<file path="config.mk">
export PLATFORM = sky130hd
export DESIGN_NAME = stepper_motor_ctrl_flat
export DESIGN_NICKNAME = d
export VERILOG_FILES = /design/src/rtl/stepper_motor_ctrl_if.sv /design/src/rtl/stepper_motor_ctrl.sv /design/src/flat_wrapper.sv
export SDC_FILE = /design/constraint.sdc
export NUM_CORES = 1
export LEC_CHECK = 0
export CELL_PAD_IN_SITES_DETAIL_PLACEMENT = 1
export CELL_PAD_IN_SITES_GLOBAL_PLACEMENT = 1
export CORE_UTILIZATION = 48
export DETAILED_ROUTE_END_ITERATION = 16
export PLACE_DENSITY_LB_ADDON = 0.1
export SLEW_MARGIN = 10
export SYNTH_ARGS = -nofsm -noshare
export SYNTH_HDL_FRONTEND = slang
export SYNTH_SLANG_ARGS = --single-unit
</file>
<file path="constraint.sdc">
create_clock -name clk -period 7.5 [get_ports clk]
set_clock_uncertainty 0.05 [all_clocks]
set_input_delay 0.75 -clock clk [delete_from_list [all_inputs] [get_ports clk]]
set_output_delay 0.75 -clock clk [all_outputs]
set_load 0.02 [all_outputs]
</file>
<file path="src/rtl/stepper_motor_ctrl_if.sv">
// Command channel of the stepper controller: a move request with its options
// (step count, direction, speed mode, half-step) under a valid/ready handshake.
interface stepper_motor_ctrl_if #(
  parameter int POS_W = 16
);
  logic             cmd_valid;
  logic             cmd_ready;
  logic [POS_W-1:0] cmd_steps;
  logic             cmd_dir;
  logic [1:0]       mode;
  logic             half_step;

  modport master (output cmd_valid, cmd_steps, cmd_dir, mode, half_step,
                  input  cmd_ready);
  modport slave  (input  cmd_valid, cmd_steps, cmd_dir, mode, half_step,
                  output cmd_ready);
endinterface

</file>
<file path="src/rtl/stepper_motor_ctrl.sv">
// Single-channel 4-coil stepper controller with full/half-step sequencing and tick pacing.
// Define STEPPER_HOLD_EN to keep the last phase energised in IDLE (holding torque).
module stepper_motor_ctrl #(
  parameter int CNT_W  = 26,
  parameter int POS_W  = 16,
  parameter int SPEED0 = 300000,
  parameter int SPEED1 = 200000,
  parameter int SPEED2 = 150000,
  parameter int SPEED3 = 100000
) (
  input  logic                    clk,
  input  logic                    rst,
  stepper_motor_ctrl_if.slave     cmd,
  input  logic                    abort,
  output logic [3:0]              coil,
  output logic                    busy,
  output logic                    done,
  output logic signed [POS_W-1:0] position
);

  localparam logic [0:0] IDLE = 1'b0;
  localparam logic [0:0] RUN  = 1'b1;

  logic [0:0]              state;
  logic [2:0]              idx;
  logic [CNT_W-1:0]        cnt;
  logic [CNT_W-1:0]        period;
  logic [POS_W-1:0]        remaining;
  logic                    dir_q;
  logic                    half_q;

  logic [CNT_W-1:0]        speed_sel;
  logic [2:0]              step_mag;
  logic [2:0]              next_idx;
  logic signed [POS_W-1:0] pos_delta;
  logic                    tick;
  logic                    accept;

  function automatic logic [3:0] phase_pattern(input logic [2:0] i);
    case (i)
      3'd0: return 4'b0001;
      3'd1: return 4'b0011;
      3'd2: return 4'b0010;
      3'd3: return 4'b0110;
      3'd4: return 4'b0100;
      3'd5: return 4'b1100;
      3'd6: return 4'b1000;
      3'd7: return 4'b1001;
    endcase
  endfunction

  // NOTE: give every combinational output a default before the case so no latch is inferred.
  always_comb begin
    speed_sel = CNT_W'(SPEED0);
    case (cmd.mode)
      2'd1:    speed_sel = CNT_W'(SPEED1);
      2'd2:    speed_sel = CNT_W'(SPEED2);
      2'd3:    speed_sel = CNT_W'(SPEED3);
      default: speed_sel = CNT_W'(SPEED0);
    endcase
  end

  // Full step moves two table entries, so an odd index stays on the two-coil patterns.
  assign step_mag  = half_q ? 3'd1 : 3'd2;
  assign next_idx  = dir_q ? idx + step_mag : idx - step_mag;
  assign pos_delta = dir_q ? POS_W'(step_mag) : -POS_W'(step_mag);

  assign tick          = (cnt == period - CNT_W'(1));
  assign accept        = cmd.cmd_valid && (state == IDLE);
  assign busy          = (state == RUN);
  assign cmd.cmd_ready = (state == IDLE);

  // NOTE: sequential state uses non-blocking assignments so every register samples pre-edge values.
  always_ff @(posedge clk or posedge rst) begin
    if (rst) begin
      state     <= IDLE;
      idx       <= '0;
      cnt       <= '0;
      period    <= '0;
      remaining <= '0;
      dir_q     <= 1'b0;
      half_q    <= 1'b0;
      coil      <= 4'b0000;
      done      <= 1'b0;
      position  <= '0;
    end else begin
      done <= 1'b0;
      case (state)
        IDLE: begin
          if (accept) begin
            if (cmd.cmd_steps != '0) begin
              dir_q     <= cmd.cmd_dir;
              half_q    <= cmd.half_step;
              period    <= speed_sel;
              remaining <= cmd.cmd_steps;
              cnt       <= '0;
              state     <= RUN;
            end else begin
              done <= 1'b1;
            end
          end
        end
        RUN: begin
          // Abort outranks a tick landing on the same cycle.
          if (abort) begin
            state     <= IDLE;
            done      <= 1'b1;
            remaining <= '0;
`ifndef STEPPER_HOLD_EN
            coil      <= 4'b0000;
`endif
          end else if (tick) begin
            cnt       <= '0;
            idx       <= next_idx;
            position  <= position + pos_delta;
            remaining <= remaining - POS_W'(1);
            if (remaining == POS_W'(1)) begin
              state <= IDLE;
              done  <= 1'b1;
`ifdef STEPPER_HOLD_EN
              coil  <= phase_pattern(next_idx);
`else
              coil  <= 4'b0000;
`endif
            end else begin
              coil <= phase_pattern(next_idx);
            end
          end else begin
            cnt <= cnt + CNT_W'(1);
          end
        end
        default: state <= IDLE;
      endcase
    end
  end

endmodule

</file>
<file path="src/flat_wrapper.sv">
// flat-port wrapper written by rule: the top's interface ports become plain ports
module stepper_motor_ctrl_flat 
#(
  parameter int CNT_W  = 26,
  parameter int POS_W  = 16,
  parameter int SPEED0 = 300000,
  parameter int SPEED1 = 200000,
  parameter int SPEED2 = 150000,
  parameter int SPEED3 = 100000
)
  (clk, rst, abort, coil, busy, done, position, cmd_cmd_valid, cmd_cmd_steps, cmd_cmd_dir, cmd_mode, cmd_half_step, cmd_cmd_ready);
  stepper_motor_ctrl_if #(.POS_W(POS_W)) cmd_i ();
  input  logic clk;
  input  logic rst;
  input  logic abort;
  output logic [3:0] coil;
  output logic busy;
  output logic done;
  output logic signed [POS_W-1:0] position;
  input wire logic [$bits(cmd_i.cmd_valid)-1:0] cmd_cmd_valid;
  input wire logic [$bits(cmd_i.cmd_steps)-1:0] cmd_cmd_steps;
  input wire logic [$bits(cmd_i.cmd_dir)-1:0] cmd_cmd_dir;
  input wire logic [$bits(cmd_i.mode)-1:0] cmd_mode;
  input wire logic [$bits(cmd_i.half_step)-1:0] cmd_half_step;
  output wire logic [$bits(cmd_i.cmd_ready)-1:0] cmd_cmd_ready;
  assign cmd_i.cmd_valid = cmd_cmd_valid;
  assign cmd_i.cmd_steps = cmd_cmd_steps;
  assign cmd_i.cmd_dir = cmd_cmd_dir;
  assign cmd_i.mode = cmd_mode;
  assign cmd_i.half_step = cmd_half_step;
  assign cmd_cmd_ready = cmd_i.cmd_ready;
  stepper_motor_ctrl #(.CNT_W(CNT_W), .POS_W(POS_W), .SPEED0(SPEED0), .SPEED1(SPEED1), .SPEED2(SPEED2), .SPEED3(SPEED3)) u_core (.clk(clk), .rst(rst), .cmd(cmd_i), .abort(abort), .coil(coil), .busy(busy), .done(done), .position(position));
endmodule
</file>
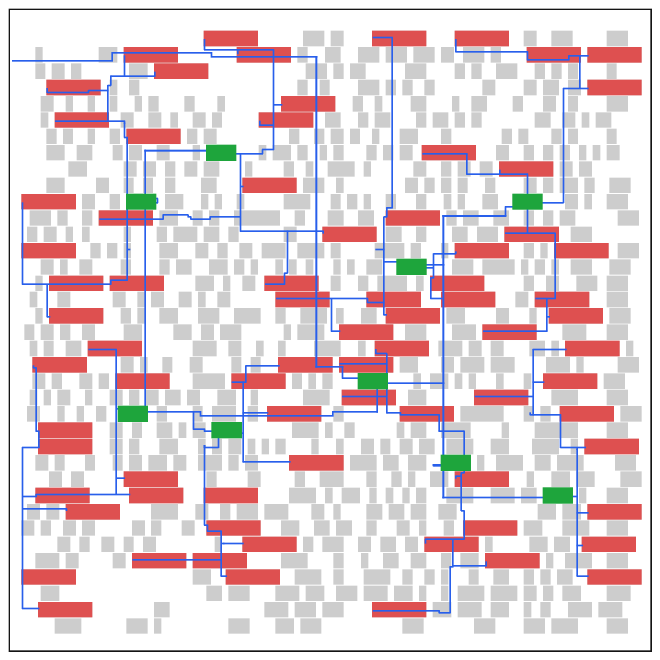
Fig. 1. Clock wires, drivers and flops (run 1).
Drawn at 6 px/micron.
Key: blue = clock wires [length 1150 microns]; green = clock-net drivers [count 9]; red = flip-flops [count 76]
There are 10 routed clock nets. Position of the flops: all over the die.
clock latency on the worst-skew pair: 0.36 ns
P_clk: 0.290 mW

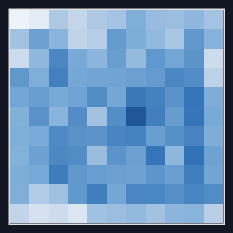
Fig. 2. Cell density map (run 1).
Drawn at 2 px/micron. 11 x 11 tiles, from white (low) to dark blue (high), 0 to 100% covered.
0.80% of the tiles are over 75% full. The fullest tile reaches 84%. The mean over all tiles is 50%.
effective utilization at floorplan: 50.3%
area of the core: 10500 sq um

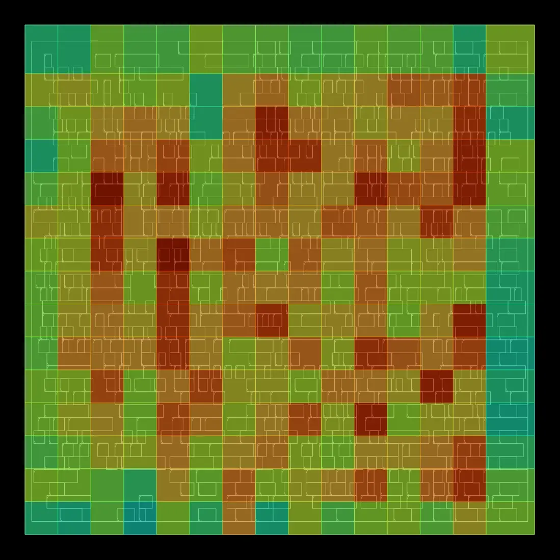
Fig. 3. Congestion heat map (run 1).
post-route core utilization: 56.4%
met3 track demand over resource in global routing: 4.38%
GRT Total Usage: 28.0%
layer carrying the most global-route usage: met2

==> results.yml, run 1 <==
# synthesis and place-and-route metrics
status:
  status: "complete, no violations"
setup_path:
  timing.setup.critical_path_class: "flop to flop"
  timing.critical_path.to_type: "flop"
  reg2reg_depth: 9
  r2r_end: "u_core.remaining[4]"
  slack_of_the_worst_reg_to_reg_path_ns: 3.78
  worst_ep_arrival_ns: 3.95
  crit_path_max_fanout: 14
  worstPathBufferInverterCount: 1
  critPathLaunchType: "flop"
  crit_path_cell_trace: "inv_1 > ha_1 > nor4b_2 > o311a_1 > o22ai_1 > nor4_1 > a31oi_2 > o21a_1 > o21ai_1"
  critPathLaunch: "u_core.period[14]"
  cp_slowest_cell: "sky130_fd_sc_hd__nor4_1"
  reg2reg_from: "u_core.period[14]"
global_routing:
  grt_antenna_before_repair: 0
  first_global_vias: 5050
  gr-usage-met2_pct: 48.6
  first_pass_grt_wire_length_microns: 25300
  groute.layer.met1.usage_pct: 35.3
  overall_overflow_remaining_after_global_route: 0
clock_network:
  htree_num_levels: 3
  cts.repair_timing.setup_buffer_count: 0
  cts_hold_buf: 0
  cts.clk_slew.worst_paths_ns: 0.08
  cts_tree: "built"
route:
  ant_nets: 0
  totalWireLength_microns: 14700
  dr.first_iter.drc_count: 226
  drc: 0
  drt-wirelength-per-cell_microns: 19.2
  dr.pass1.iters: 4
  maxUsedRoutingLayer: "met4"
  met3_length_microns: 358
placed_design:
  post-place-ws_ns: 3.67
  gpl.final_weighted_congestion: 0.832
  placedCellCount: 751
layout:
  largestClassByArea: "multi-input combinational cells"
  comb_share_pct: 52.5
  multi_input_comb_cells: 468
  area_taken_by_multi_input_logic_gates_sq_um: 3100
  n_all_buffers: 47
  flow.area_growth_from_synthesis_pct: 12.0
  layoutNonFillerInstCount: 766
  combined_flip_flop_and_latch_cell_area_sq_um: 1900
  clock_buffers: 13
  num_antenna_cells: 0
  inverters_excl_clock: 24
  max_flop_register: "u_core.cnt"
  bufAreaShareNonClock_pct: 7.94
  fillCellCount: 1277
  final_layout_size_suffix_gt1_share_pct: 7.46
yosys:
  yosys_adder_share_pct: 6.94
  cells_after_synth: 598
  simple_gate_share_pct: 21.5
  flop_cell: "sky130_fd_sc_hd__dfrtp_1"
  ys_sh_xor_pct: 4.32
  yosys_register_bits: 76
  top_area_share_pct: 36.1
  mappedNetlistNets: 650
  async_reset_ff_share_pct: 100
  synth_area_sq_um: 5270
  synth_chip_area_sq_um: 5270
  ys.warnings.count: 0
  synthTopCellsByArea: "sky130_fd_sc_hd__dfrtp_1, sky130_fd_sc_hd__ha_1, sky130_fd_sc_hd__o21ai_0, sky130_fd_sc_hd__a21oi_1, sky130_fd_sc_hd__mux2_2"
  distinct_cells_synth: 63
power_and_ir_drop:
  finalPower_mw: 1.15
  cellPowerDensity_nw_per_um2: 195
  power.combinational.total_mw: 0.339
  power.combinational.fraction_pct: 29.5
sta:
  finalWorstSetupSlack_ns: 3.78
  finalClockPeriodUsage_pct: 49.6
  tightestPinTransition_ns: 1.21
  final_hold_viol_count: 0
  timing.setup.tns_ns: 0
  finalWorstPathRequiredPeriod_ns: 3.72
  whs_ns: 0.448
  timing.final.max_slew_violations: 0
  maxClockFrequency_mhz: 269
  timing.max_slew.rel_slack_pct: 19.5
hold_path:
  worst_hold_startpoint: "u_core.cnt[2]"
  whs_endpoint: "u_core.cnt[2]"
floorplan:
  design.portCount: 47
  die-height_microns: 107
  rows: 37
  design.die.area_sq_um: 11400
job:
  max_cap_viol_count: 0
  warnings: 32
## Run 2: what changed since run 1
--- a/config.mk
+++ b/config.mk
@@ -7,7 +7,7 @@
 export LEC_CHECK = 0
 export CELL_PAD_IN_SITES_DETAIL_PLACEMENT = 1
 export CELL_PAD_IN_SITES_GLOBAL_PLACEMENT = 1
-export CORE_UTILIZATION = 48
+export CORE_UTILIZATION = 40
 export DETAILED_ROUTE_END_ITERATION = 16
 export PLACE_DENSITY_LB_ADDON = 0.1
 export SLEW_MARGIN = 10
==> constraint.sdc (replaced) <==
create_clock -name clk -period 3.2 [get_ports clk]
set_clock_uncertainty 0.05 [all_clocks]
set_input_delay 0.32 -clock clk [delete_from_list [all_inputs] [get_ports clk]]
set_output_delay 0.32 -clock clk [all_outputs]
set_load 0.02 [all_outputs]
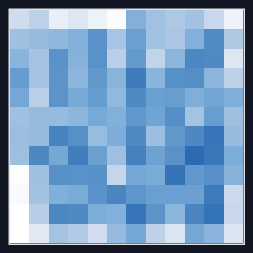
Fig. 4. Cell density map (run 2).
Drawn at 2 px/micron. 12 x 12 tiles, from white (low) to dark blue (high), 0 to 100% covered.
The fullest tile reaches 76%. The emptiest ninth of the die: bottom left. The mean over all tiles is 46%. 0.70% of the tiles are over 75% full. 2.8% of the tiles are nearly empty.
area of the core: 12700 sq um
post-route core utilization: 50.5%
effective utilization at floorplan: 41.4%

==> run 2 against run 1 <==
- clock power went up to 3.9 times the previous value
- cell area grew 8.9%
- setup slack got worse by 3.7 ns
- largest cell class unchanged
- wire length up 10%
- synthesized cell count is the same
- cell count increased by 9.4%
- global-route usage fell by 2.7 points
==> results.yml, run 2 <==
# synthesis and place-and-route metrics
clock_network:
  htree_num_levels: 3
  cts_hold_buf: 0
  cts_tree: "built"
  worst_skew_pair.late_latency_ns: 0.35
  cts.repair_timing.setup_buffer_count: 0
route:
  drt-wirelength-per-cell_microns: 19.3
  maxUsedRoutingLayer: "met4"
  dr.pass1.iters: 4
  ant_nets: 0
  drc: 0
  dr.first_iter.drc_count: 202
setup_path:
  timing.setup.critical_path_class: "flop to flop"
  slack_of_the_worst_reg_to_reg_path_ns: 0.1
  r2r_end: "u_core.coil[0]"
  reg2reg_from: "u_core.period[7]"
  cp_slowest_cell: "sky130_fd_sc_hd__or4_1"
  critPathLaunchType: "flop"
  worstPathBufferInverterCount: 2
job:
  max_cap_viol_count: 0
sta:
  finalWorstPathRequiredPeriod_ns: 3.10
  finalWorstSetupSlack_ns: 0.0957
  maxClockFrequency_mhz: 322
  timing.max_slew.rel_slack_pct: 49.1
  final_hold_viol_count: 0
placed_design:
  post-place-ws_ns: -0.0229
  placedCellCount: 817
global_routing:
  first_global_vias: 5236
  grt_antenna_before_repair: 0
  track_usage_pct: 25.3
  first_pass_grt_wire_length_microns: 26300
  groute.layer.met1.usage_pct: 29.8
layout:
  flow.area_growth_from_synthesis_pct: 21.9
  area_taken_by_multi_input_logic_gates_sq_um: 3150
  num_antenna_cells: 0
  inverters_excl_clock: 24
  layoutNonFillerInstCount: 838
yosys:
  flop_cell: "sky130_fd_sc_hd__dfrtp_1"
  async_reset_ff_share_pct: 100
  synthTopCellsByArea: "sky130_fd_sc_hd__dfrtp_1, sky130_fd_sc_hd__ha_1, sky130_fd_sc_hd__o21ai_0, sky130_fd_sc_hd__a21oi_1, sky130_fd_sc_hd__mux2_2"
  ys_sh_xor_pct: 4.32
  synth_chip_area_sq_um: 5270
power_and_ir_drop:
  cellPowerDensity_nw_per_um2: 512
  power.combinational.total_mw: 0.970
  p_clk_mw: 1.14
status:
  status: "complete, no violations"
floorplan:
  design.die.area_sq_um: 13600
  die-height_microns: 117
Power figures rest on the tool's default switching activity, not on a simulated workload.
